File: src/rtl/mux_scan_pkg.sv
// mux_scan shared definitions: FSM state encodings and mux select
// index constants (SEL_U..SEL_X name the four mux data inputs).
package mux_scan_pkg;

    typedef enum logic [1:0] {
        S_IDLE  = 2'd0,
        S_DRIVE = 2'd1,
        S_DONE  = 2'd2
    } state_t;

    localparam logic [1:0] SEL_U = 2'd0;
    localparam logic [1:0] SEL_V = 2'd1;
    localparam logic [1:0] SEL_W = 2'd2;
    localparam logic [1:0] SEL_X = 2'd3;

endpackage

File: src/rtl/mux_scan_dwell_counter.sv
// dwell_counter: rate divider that counts 0..DWELL-1 while en is high.
// Ports: clock, reset (async, active-high), clear (sync zero),
//        en (count enable), last (cnt == DWELL-1 while en).
module dwell_counter #(
    parameter int DWELL = 4,
    parameter int CW    = 16
) (
    input  logic clock,
    input  logic reset,
    input  logic clear,
    input  logic en,
    output logic last
);

    localparam logic [CW-1:0] TOP = CW'(DWELL - 1);

    logic [CW-1:0] cnt;

    assign last = en && (cnt == TOP);

    // Wraps to zero on its own at the end of each dwell period.
    always_ff @(posedge clock or posedge reset) begin
        if (reset) begin
            cnt <= '0;
        end else if (clear || last) begin
            cnt <= '0;
        end else if (en) begin
            cnt <= cnt + 1'b1;
        end
    end

endmodule

File: src/rtl/mux_scan.sv
// mux_scan: steps a 4-to-1 mux select through 0..3, samples the mux
// output for each select and publishes the 4-bit word with a valid pulse.
// Ports: clock, reset (async, active-high), start, continuous, m (mux out),
//        sel (mux select), data (last scan), valid (1-cycle), busy.
module mux_scan
    import mux_scan_pkg::*;
#(
    parameter int DWELL = 4,
    parameter int CW    = 16
) (
    input  logic       clock,
    input  logic       reset,
    input  logic       start,
    input  logic       continuous,
    input  logic       m,
    output logic [1:0] sel,
    output logic [3:0] data,
    output logic       valid,
    output logic       busy
);

    state_t     state;
    state_t     state_nx;
    logic       in_drive;
    logic       last;
    logic [2:0] shadow;

    assign in_drive = (state == S_DRIVE);

    // Counter is held at zero outside DRIVE so every scan starts fresh.
    dwell_counter #(
        .DWELL (DWELL),
        .CW    (CW)
    ) u_dwell (
        .clock (clock),
        .reset (reset),
        .clear (!in_drive),
        .en    (in_drive),
        .last  (last)
    );

    always_ff @(posedge clock or posedge reset) begin
        if (reset) begin
            state <= S_IDLE;
        end else begin
            state <= state_nx;
        end
    end

    always_comb begin
        state_nx = state;
        unique case (state)
            S_IDLE: begin
                if (start) begin
                    state_nx = S_DRIVE;
                end
            end
            S_DRIVE: begin
                if (last && sel == SEL_X) begin
                    state_nx = S_DONE;
                end
            end
            S_DONE: begin
                state_nx = continuous ? S_DRIVE : S_IDLE;
            end
            default: begin
                state_nx = S_IDLE;
            end
        endcase
    end

    // Flags are registered from the next state so they line up with it.
    always_ff @(posedge clock or posedge reset) begin
        if (reset) begin
            valid <= 1'b0;
            busy  <= 1'b0;
        end else begin
            valid <= (state_nx == S_DONE);
            busy  <= (state_nx != S_IDLE);
        end
    end

    // The fourth sample bypasses shadow straight into data, so sel
    // stays at 3 through DONE and only wraps to 0 on leaving it.
    always_ff @(posedge clock or posedge reset) begin
        if (reset) begin
            sel    <= SEL_U;
            shadow <= '0;
            data   <= '0;
        end else begin
            unique case (state)
                S_DRIVE: begin
                    if (last) begin
                        unique case (sel)
                            SEL_U: shadow[0] <= m;
                            SEL_V: shadow[1] <= m;
                            SEL_W: shadow[2] <= m;
                            SEL_X: data <= {m, shadow};
                        endcase
                        if (sel != SEL_X) begin
                            sel <= sel + 2'd1;
                        end
                    end
                end
                default: begin
                    sel <= SEL_U;
                end
            endcase
        end
    end

endmodule
File: config.mk
export PLATFORM = sky130hd
export DESIGN_NAME = mux_scan
export DESIGN_NICKNAME = d
export VERILOG_FILES = /design/src/rtl/mux_scan_pkg.sv /design/src/rtl/mux_scan_dwell_counter.sv /design/src/rtl/mux_scan.sv
export SDC_FILE = /design/constraint.sdc
export NUM_CORES = 1
export LEC_CHECK = 0
export CORE_MARGIN = 4
export CORE_UTILIZATION = 35
export DETAILED_ROUTE_END_ITERATION = 10
export PLACE_DENSITY = 0.67
export SLEW_MARGIN = 5
export SYNTH_ARGS = -nofsm -noshare
export SYNTH_HDL_FRONTEND = slang
export SYNTH_SLANG_ARGS = --single-unit
File: constraint.sdc
create_clock -name clock -period 1.65 [get_ports clock]
set_input_delay 0.165 -clock clock [delete_from_list [all_inputs] [get_ports clock]]
set_output_delay 0.165 -clock clock [all_outputs]
set_load 0.05 [all_outputs]
==> run notes, run 1 <==
flow finished, numbers: Well Taps 48, Seq pwr share 37.8%, dominant register cell dfrtp_1, Final Setup Violations 0, top cells by count, synth dfrtp_1 (29), nor2_1 (16), nand3_1 (11), Longest Clk Path Bufs 2, Gate Area between 600 and 700 µm², post-CTS setup buffer count 0, reg2reg end sel[1], maxcap violations 0, synth-to-layout area growth 31.56%, sw power about 0.0011 W, logic gate share of total power a little over two fifths, M2 GR Usage 19.67%, Hold/Removal Path Class input pin to async pin, status finished clean, most frequent logic cell in the layout dfrtp_1, non-clk buf share 13.98%, Pre-antenna DRT Iters 4, Finished Cell Area 1826 µm², top flop regs u_dwell.cnt (16), data (4), shadow (3), Period minus WS final 1.579 ns, Post-synth EDFFs 0, CP Class register to register
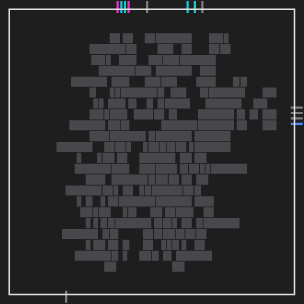
Fig. 1. Pin placement (run 1).
Scale: 4 px per µm. Pins as bars across the die edge, other pins in grey.
Cyan marks `data`, pins 4, direction output, edge top. Blue marks `continuous`, pins 1, direction input, edge right. Magenta marks `sel`, pins 2, direction output, edge top.

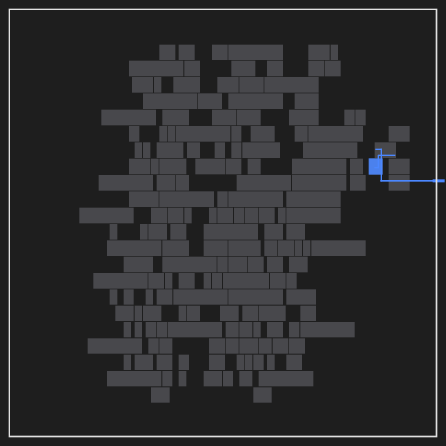
Fig. 2. I/O nets highlighted (run 1).
Scale: 6 px per µm.
Blue marks `continuous`, bits 1, direction input, end cells 1, buffers 1, wire 20.1 µm.

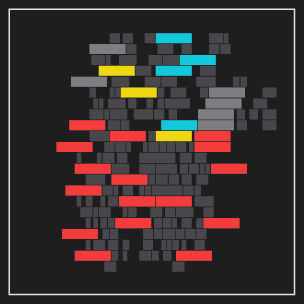
Fig. 3. Register map, names as in the netlist (run 1).
Scale: 4 px per µm.
Cyan marks `data`, sequential cells 4, where top middle. Red marks `u_dwell.cnt`, sequential cells 16. Yellow marks `shadow`, sequential cells 3.

==> run 2: changes to the inputs <==
- PLACE_DENSITY: 0.67 -> 0.65
- SETUP_SLACK_MARGIN: not set -> 0.02
- clock period: 1.65 -> 1.75 ns (I/O delays scaled with it)
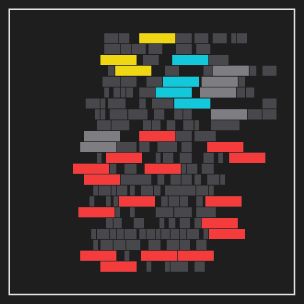
Fig. 4. Register map, names as in the netlist (run 2).
Scale: 4 px per µm.
Cyan marks `data`, sequential cells 4. Yellow marks `shadow`, sequential cells 3. Red marks `u_dwell.cnt`, sequential cells 16.
Another 6 sequential cells are not coloured.

==> run 2 against run 1 <==
Global-route usage up 1.7 points. Routed wire length up 2.7%. First-iteration DRC count up 69%. Register-to-register slack worse by 0.05 ns. Worst setup slack worse by 0.047 ns. Via count up 0.67%. Power down 5.2%. Largest power group unchanged.
==> run notes, run 2 <==
flow finished, numbers: synth-to-layout area growth 30.84% (was 31.56%), most frequent logic cell in the layout dfrtp_1 (unchanged), Well Taps 48 (unchanged), Hold/Removal Path Class input pin to async pin (unchanged), CP Class register to register (unchanged), sw power 0.001035 W (was 0.001112 W), reg2reg end u_dwell.cnt[14] (was sel[1]), Longest Clk Path Bufs 2 (unchanged), die footprint 5036 µm² (unchanged), maxcap violations 0 (unchanged), Finished Cell Area 1815 µm² (was 1826 µm²), post-CTS setup buffer count 0 (unchanged), CP max FO 4 (was 5), dominant register cell dfrtp_1 (unchanged), cycle use final 98.60% (was 95.69%), Final Max Slew Viols 0 (unchanged), M2 GR Usage 21.01% (was 19.67%), Pre-antenna DRT Iters 4 (unchanged), Gate Area 688.2 µm² (was 679.4 µm²), Seq pwr share 37.4% (was 37.8%), P_clk 0.000524 W (was 0.000560 W), non-clk buf share 13.23% (was 13.98%), top cells by count, synth dfrtp_1 (29), nor2_1 (16), nand3_1 (11) (unchanged), Final Setup Violations 0 (unchanged), logic gate share of total power 42.9% (was 42.2%), Post-synth EDFFs 0 (unchanged), count leader, synth dfrtp_1 (unchanged), mi-comb count 93 (unchanged), status finished clean (unchanged)
Power and IR drop assume default switching activity.
